Power grid:
Scale bar: 50 um. Pins as bars on the die edge. Tap cells in gray.
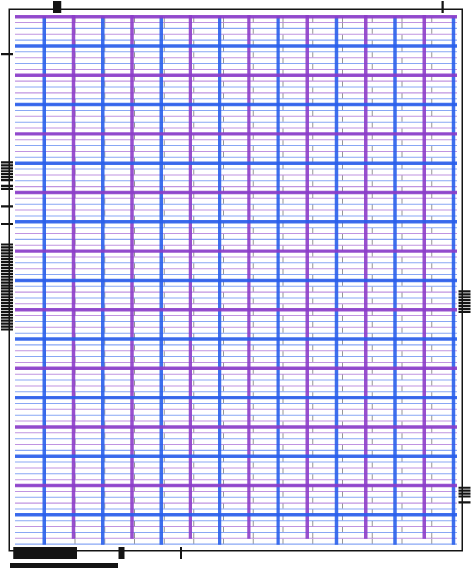
Cell classes on the final placement:
Scale bar: 50 um.
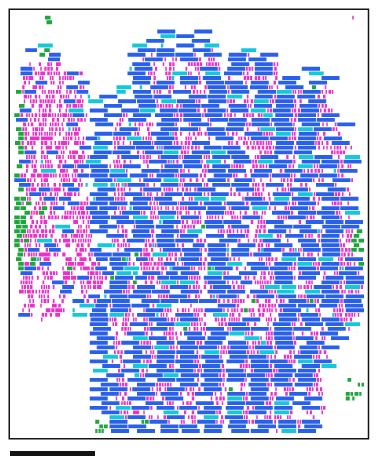
Clock wires, drivers and flops:
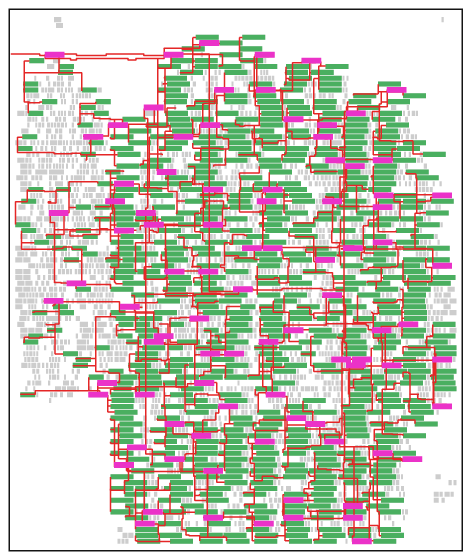
Metal layers overlaid:
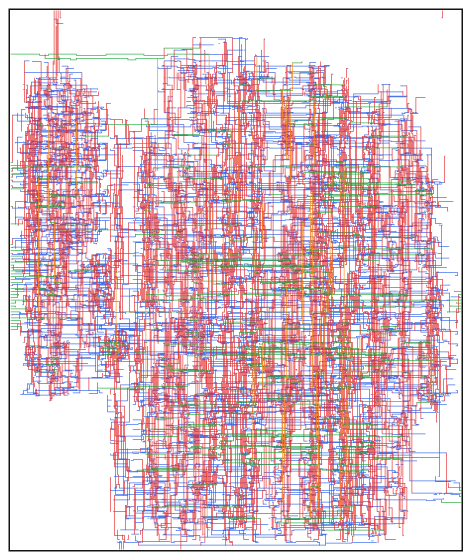
### src/rtl/axis_frame_fifo.sv
// 8-bit AXI4-Stream frame FIFO with cut-through and store-and-forward modes.
// APB slave exposes control, fill level, buffered frame count and stall count.
module axis_frame_fifo #(
  parameter int DEPTH = 64,
  parameter int AW    = 6
) (
  input  logic        clk,
  input  logic        rst,
  input  logic [7:0]  axis4_s_tdata,
  input  logic        axis4_s_tvalid,
  output logic        axis4_s_tready,
  input  logic        axis4_s_tlast,
  output logic [7:0]  axis4_m_tdata,
  output logic        axis4_m_tvalid,
  input  logic        axis4_m_tready,
  output logic        axis4_m_tlast,
  input  logic [3:0]  apb_slave_paddr,
  input  logic        apb_slave_penable,
  output logic [31:0] apb_slave_prdata,
  input  logic [31:0] apb_slave_pwdata,
  input  logic        apb_slave_pwrite,
  input  logic        apb_slave_psel,
  output logic        apb_slave_pready
);

  localparam logic [AW:0] FULL = (AW+1)'(DEPTH);

  logic [8:0]    mem [DEPTH];
  logic [AW-1:0] wr_ptr;
  logic [AW-1:0] rd_ptr;
  logic [AW:0]   count;
  logic [AW:0]   frames;
  logic          sf_mode;
  logic [31:0]   stall_cnt;

  logic [8:0] head;
  logic       empty;
  logic       full;
  logic       push;
  logic       pop;
  logic       wr_en;
  logic       rd_en;
  logic       flush;
  logic       stall_clr;
  logic       lst_in;
  logic       lst_out;
  logic       unused;

  assign unused = ^{apb_slave_paddr[1:0], apb_slave_pwdata[31:2]};

  assign empty = (count == '0);
  assign full  = (count == FULL);
  assign head  = mem[rd_ptr];

  assign axis4_s_tready = ~full;
  // Full override keeps frames longer than DEPTH from deadlocking SF mode.
  assign axis4_m_tvalid = ~empty & (~sf_mode | (frames != '0) | full);
  assign axis4_m_tdata  = empty ? 8'h00 : head[7:0];
  assign axis4_m_tlast  = empty ? 1'b0 : head[8];

  assign push = axis4_s_tvalid & axis4_s_tready;
  assign pop  = axis4_m_tvalid & axis4_m_tready;

  assign wr_en = apb_slave_psel & apb_slave_penable & apb_slave_pwrite;
  assign rd_en = apb_slave_psel & apb_slave_penable & ~apb_slave_pwrite;

  assign flush     = wr_en & (apb_slave_paddr[3:2] == 2'd0)
                   & apb_slave_pwdata[1];
  assign stall_clr = wr_en & (apb_slave_paddr[3:2] == 2'd3);

  assign lst_in  = push & axis4_s_tlast;
  assign lst_out = pop & head[8];

  always_ff @(posedge clk) begin
    if (push & ~flush & ~rst)
      mem[wr_ptr] <= {axis4_s_tlast, axis4_s_tdata};
  end

  always_ff @(posedge clk) begin
    if (rst) begin
      wr_ptr <= '0;
      rd_ptr <= '0;
      count  <= '0;
      frames <= '0;
    end else if (flush) begin
      wr_ptr <= '0;
      rd_ptr <= '0;
      count  <= '0;
      frames <= '0;
    end else begin
      if (push)
        wr_ptr <= wr_ptr + 1'b1;
      if (pop)
        rd_ptr <= rd_ptr + 1'b1;
      unique case ({push, pop})
        2'b10:   count <= count + 1'b1;
        2'b01:   count <= count - 1'b1;
        default: count <= count;
      endcase
      unique case ({lst_in, lst_out})
        2'b10:   frames <= frames + 1'b1;
        2'b01:   frames <= frames - 1'b1;
        default: frames <= frames;
      endcase
    end
  end

  always_ff @(posedge clk) begin
    if (rst)
      sf_mode <= 1'b0;
    else if (wr_en & (apb_slave_paddr[3:2] == 2'd0))
      sf_mode <= apb_slave_pwdata[0];
  end

  always_ff @(posedge clk) begin
    if (rst)
      stall_cnt <= '0;
    else if (stall_clr)
      stall_cnt <= '0;
    else if (axis4_s_tvalid & full & ~&stall_cnt)
      stall_cnt <= stall_cnt + 32'd1;
  end

  always_comb begin
    apb_slave_prdata = 32'h0;
    if (rd_en) begin
      unique case (apb_slave_paddr[3:2])
        2'd0: apb_slave_prdata = {31'h0, sf_mode};
        2'd1: apb_slave_prdata = {16'(frames), 16'(count)};
        2'd2: apb_slave_prdata = 32'(DEPTH);
        2'd3: apb_slave_prdata = stall_cnt;
        default: apb_slave_prdata = 32'h0;
      endcase
    end
  end

  assign apb_slave_pready = 1'b1;

endmodule

### config.mk
export PLATFORM = sky130hd
export DESIGN_NAME = axis_frame_fifo
export DESIGN_NICKNAME = d
export VERILOG_FILES = /design/src/rtl/axis_frame_fifo.sv
export SDC_FILE = /design/constraint.sdc
export NUM_CORES = 1
export LEC_CHECK = 0
export ABC_AREA = 1
export CORE_ASPECT_RATIO = 1.2
export CORE_MARGIN = 2
export CORE_UTILIZATION = 55
export CTS_CLUSTER_SIZE = 8
export DETAILED_ROUTE_END_ITERATION = 10
export PLACE_DENSITY = 0.79
export SYNTH_ARGS = -nofsm -noshare
export SYNTH_HDL_FRONTEND = slang
export SYNTH_SLANG_ARGS = --single-unit
### constraint.sdc
create_clock -name clk -period 8.57 [get_ports clk]
set_input_delay 0.857 -clock clk [delete_from_list [all_inputs] [get_ports clk]]
set_output_delay 0.857 -clock clk [all_outputs]
set_load 0.01 [all_outputs]
==> Changelog: implementation <==
## Implementation

- CTS Sinks: 641
- Worst R2R Setup Slack: roughly 3.6 ns
- Vias per inst: 5.91
- Data required, critical path: 7.71 ns
- Slew headroom: 0.179
- Max stage delay on crit path: 0.76 ns
- Vertical die size: around 250 um
- DIE AREA: around 53000 um^2
- Total Neg Setup Slack: 0 ns
- Hold Startpoint: stall_cnt[31]
- Result of the run: complete, no violations
- RSZ-0062 raised after global routing: false
- Num ports: between 90 and 100
- Total GRT Usage: 0.260
- Pwr Total: about 0.0084 W
- Root Buffer: clkbuf_16
- YS warnings: 0
- Post-Syn Instances: between 2k and 3k
- Met3 Use GR: 0.0425
- Detail Route Antenna Nets: 0
- Clock transition at path regs: 0.05 ns
- Grt ovf: 0
- CP most frequent cell: nand3_1
- OpenROAD warning count: 62
- Half-perimeter wire length after placement: 38400 um
- TritonCTS clock tree: built
- Via count: approximately 20k
- Total CTS buffers: 90
- Worst R2R End: frames[4]
- Comb gate area: 8120 um^2
- Largest net degree at the start of global routing: 148
- Period minus WS final: 5.53 ns
- Ys cells: 2693
- Antenna violations before repair: 1
- First-pass GRT wire length: ~110000 um
- Max IR drop VDD: between 0.15 and 0.2 mV
- Final setup margin: 3.04 ns
- Slowest-stage cell, CP: buf_4
- Filler cells: about 3.8k
- Fmax: approximately 0.18 GHz
- Routed len/inst: 19.9 um
- Post-CTS Setup Repair Bufs: 0
- Syn Area/Cell: 10.4 um^2
- Critical Path AT: 4.67 ns
- CTS HTree Levels: 3
- Synth cell types: 42
- Vias in the first global route: 20.0k
- Placed Instance Area: 28600 um^2
- DRT Pass-1 Iters: 6
- M1 GR Usage: 0.319
- Final setup violation count: 0
- Final WL: 67800 um
- Reg area: ~19000 um^2
- Cycle use final: 0.645
- Net count, final: 2781
- Dpl ws: 3.28 ns
- Post-synth area from yosys stat: 27900 um^2
- Max-Cap Viols: 0
- Slew Viols, Final: 0
- Met2 Use GR: 0.450
- Worst slew pin tran: 1.23 ns
- Mapped Nets: 2754
- Hold WC Path Type: reg -> reg
-- 'power grid' (at the start) --
legend:
  blue:
    net: VSS
  purple:
    net: VDD
met5 straps: 18
tap cells: 644

-- 'cell classes on the final placement' (at the start) --
legend:
  blue:
    class: flip-flops
    cells: 641
    share_of_their_area: 61%
  magenta:
    class: all other logic
    cells: 1905
    share_of_their_area: 28%
  green:
    class: other buffers and delay cells
    cells: 82
    share_of_their_area: 2.4%
  cyan:
    class: clock drivers and dummy loads
    cells: 134
    share_of_their_area: 8.2%
final core occ: 0.620
post-route cell area: 31100 um^2
Cell Rows: 90

-- 'clock wires, drivers and flops' (at the start) --
legend:
  magenta:
    item: cells driving clock nets
    count: 90
  green:
    item: flip-flops
    count: 641
  red:
    item: clock wires
    length: 7430 um
routed clock nets: 91
Latency at later pin: 0.62 ns
clock share of power: 0.375
Clk power: 0.00316 W

-- 'metal layers overlaid' (at the start) --
legend:
  blue:
    layer: met1
    wire_length: 25.4 mm
  green:
    layer: met3
    wire_length: 5600 um
  red:
    layer: met2
    wire_length: 34.1 mm
  orange:
    layer: met4
    wire_length: 2690 um

critical path, delay by kind of cell, from the launching register on:
kind / cells / cell delay, ns
AND/OR/NAND/NOR: 7 / 0.86
buffers and inverters: 3 / 2.04
AND-OR/OR-AND: 1 / 0.37
flip-flops: 1 / 0.69
layout make-up:
class | count | area share
well taps | 644 | 0.0259
flip-flops and latches | 641 | 0.598
clock inverters | 7 | 0.00233
repair buffers | 82 | 0.0233
multi-input cells | 1805 | 0.261
clock buffers | 127 | 0.0775
inverters | 100 | 0.0125
state kept, by name, summed over array words and instances (netlist names), named ones only:
name and cells:
mem 576, stall_cnt 32, count 7, frames 7
rd_ptr 6, wr_ptr 6, sf_mode 1
synthesized netlist by cell type (all sizes together):
master  number  area (um^2)
nand3      542         2740
nand4       10         62.6
o211ai       1         7.51
nor3b        2         15.0
a21o         2         15.0
xor2        24          210
nor2       131          556
nor4         1         6.26
clkinv       6         22.5
xnor2        8         70.1
edfxtp     576        17300
and3         1         6.26
a21oi       82          410
o21ai       25          125
nor3        47          257
nand2      911         3470
nor2b        2         12.5
ha           9          113
clkbuf      36          135
dfxtp       65         1300
conb         1         3.75
inv         94          358
or2          2         12.5
a211oi       1         7.51
and2         1         6.26
buf        111          646
o22ai        2         12.5
power breakdown:
group	total, W	internal [W]	switching [W]
clock	0.00316	0.00192	0.00124
combinational	0.00174	0.000527	0.00121
sequential	0.00354	0.00346	0.0000786
total	0.00844	0.00591	0.00253
cells by family (layout without fill, tap and decap cells):
group                    Yosys count  in the layout  synth area share
AND-OR/OR-AND                    113            113            0.0207
XOR/XNOR                          32             32            0.0101
adder cells (fa/ha/maj)            9              9           0.00404
buffers and inverters            247            316            0.0417
flip-flops                       641            641             0.667
other                              1              1          0.000135
AND/OR/NAND/NOR                 1650           1650             0.256
layer usage:
metal | up-vias | wire [um]
met4 | 0 | 2690
met5 | - | 0
met2 | 1031 | 34100
met3 | 198 | 5600
met1 | 9590 | 25400
li1 | 9294 | -
worst max-delay path by stage:
stage               slack [ns]  cells after the start          endpoint          startpoint
global placement          3.32                      9         mem[9][0]  apb_slave_paddr[2]
floorplan                 5.75                     20         frames[4]            register
CTS                       3.19                     11  axis4_m_tdata[7]            register
detailed placement        3.28                      9         mem[9][0]  apb_slave_paddr[2]
finish                    3.04                     11  axis4_m_tdata[0]            register
global route              2.85                     11  axis4_m_tdata[0]            register
metrics by stage:
step,utilization,hold WS [ns]
after global placement,0.570,0.455
after CTS,0.620,0.469
after global routing,0.620,0.488
after floorplan,-,0.443
final,0.620,0.471
after detailed placement,0.570,0.462
layout by cell type, fill, tap and decap left out, types with 9 or more instances in the layout:
| cell | n |
|---|---|
| edfxtp_1 | 576 |
| nand3_1 | 537 |
| buf_2 | 9 |
| o21ai_0 | 21 |
| clkbuf_16 | 91 |
| nand4_1 | 10 |
| nand2_1 | 902 |
| clkdlybuf4s50_1 | 53 |
| xor2_1 | 24 |
| dfxtp_1 | 62 |
| ha_1 | 9 |
| clkbuf_1 | 36 |
| nor3_1 | 44 |
| inv_1 | 84 |
| a21oi_1 | 82 |
| buf_4 | 20 |
| nor2_1 | 121 |
Power is estimated from default activity; no workload was simulated.
